Design gpio_pad_mode_sequencer, sky130hd; sources not shown.
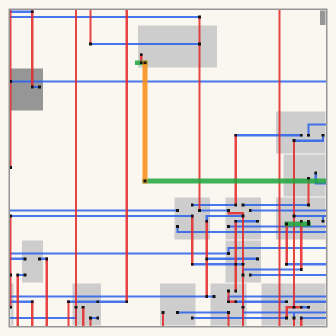
detail.png
Window x 221 to 241, y 136 to 156 um. Cells in gray, sequential cells in the stronger gray; small squares are vias.
[orange] metal 4
[blue] metal 1
[green] metal 3
[red] metal 2
sequential cells in the window: 0
most frequent: o22ai_1 (4), mux2_4 (3)
cells with their middle in the window: 11

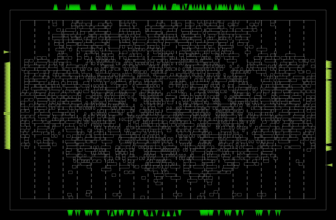
placement.png
# Taps: 660
core area: 50,000 um^2
number of rows in the core area: 64
flop share of the area: 33.0%
filler cell count in the final layout: 5,650

==> writeup.txt <==
The flow ran to the end, and the final reports show no timing, DRC or antenna violations. Classification of the worst-slack hold path: flip-flop to flip-flop. The mean instance size in the synthesized netlist works out to 9.45 um^2.

The reported net switching power was 2.47 mW. In this run the clock root is driven by a sky130_fd_sc_hd__clkbuf_8. The area taken by sequential standard cells is reported as 6170 um^2. Yosys reports that the leading cell type by area covers 26.2% of the netlist area. Per the skew report, the later register of the worst-skew pair sees a clock latency of 590 ps. The finished design was reported to have a net count of 1,749.

The inverter count was 50; the transition time of the tightest slew-check pin was 1180 ps. The count of input and output buffers was 279; the wire length on met3 was 5970 um. Counting the buffers created by CTS gives 43. After layout, the design draws a total of 4.95 mW.

Type of element capturing the critical path: a flip-flop. For the routability-driven placement congestion ratio, the log shows 0.915. The element type at the critical path start was a primary input. The clock network is responsible for 24.7% of the overall power. The synth_stat.txt file lists the number of cells as 1,558. The longest incremental delay of any stage on the critical path is reported as 920 ps.

Looking at the group totals, the largest power group turns out to be combinational logic. The master of the slowest instance on the critical path was sky130_fd_sc_hd__clkdlybuf4s50_1. The tools report the multi-input combinational gate total as 1,084. The class occupying the most area after layout is reported as multi-input combinational cells.

The initial antenna violation count is 2, and the met2 track demand over resource in global routing is 31.2%. The critical path class is primary input to flip-flop. Global routing used 20.8% of the available tracks across all layers.

In the synthesized netlist, the cells that appear most often are sky130_fd_sc_hd__o22ai_1 (205), sky130_fd_sc_hd__dfrtp_1 (154), sky130_fd_sc_hd__nor2_1 (153). Post-CTS repair timing setup buffer count: 0. The power report shows net switching accounting for 49.9% of the total. The flop and latch count out of synthesis is 242. The count of tool warnings came out at 29.

The run gives 0 for the post-detailed-route count of antenna-violating nets. For the remaining routing DRC violations, the log shows 0. The post-placement cell area is 17,700 um^2. The worst path uses 71.7% of the clock period. The logs give 3 for the number of buffers between clock root and the deepest sink and 7.77 nW for the leakage power of the design. In this run, placement finished with an instance count of 2,343. The tools report the max-cap check violation count as 0. Worst relative slew slack: 20.8%. The highest-count logic cell in the final layout is sky130_fd_sc_hd__clkdlybuf4s50_1. The via density per instance is 5.65.
==> worst reg2reg max path, stage by stage (launching register included) <==
cell and delay, ps:
sky130_fd_sc_hd__dfrtp_1 410, sky130_fd_sc_hd__inv_1 110, sky130_fd_sc_hd__ha_4 380, sky130_fd_sc_hd__inv_1 190
sky130_fd_sc_hd__buf_4 570, sky130_fd_sc_hd__o22a_1 250, sky130_fd_sc_hd__and2_1 200, sky130_fd_sc_hd__a21boi_0 310
sky130_fd_sc_hd__and2_1 870, sky130_fd_sc_hd__buf_4 470, sky130_fd_sc_hd__nand3b_1 140, sky130_fd_sc_hd__o311ai_0 130
==> metrics by stage <==
stage | hold WS [ps] | worst slack (ps)
after global placement | 409 | 1950
after global routing | 468 | 2260
after floorplan | 389 | 3260
final | 443 | 2420
after detailed placement | 435 | 1910
after CTS | 448 | 2550
Power is estimated from default activity; no workload was simulated.
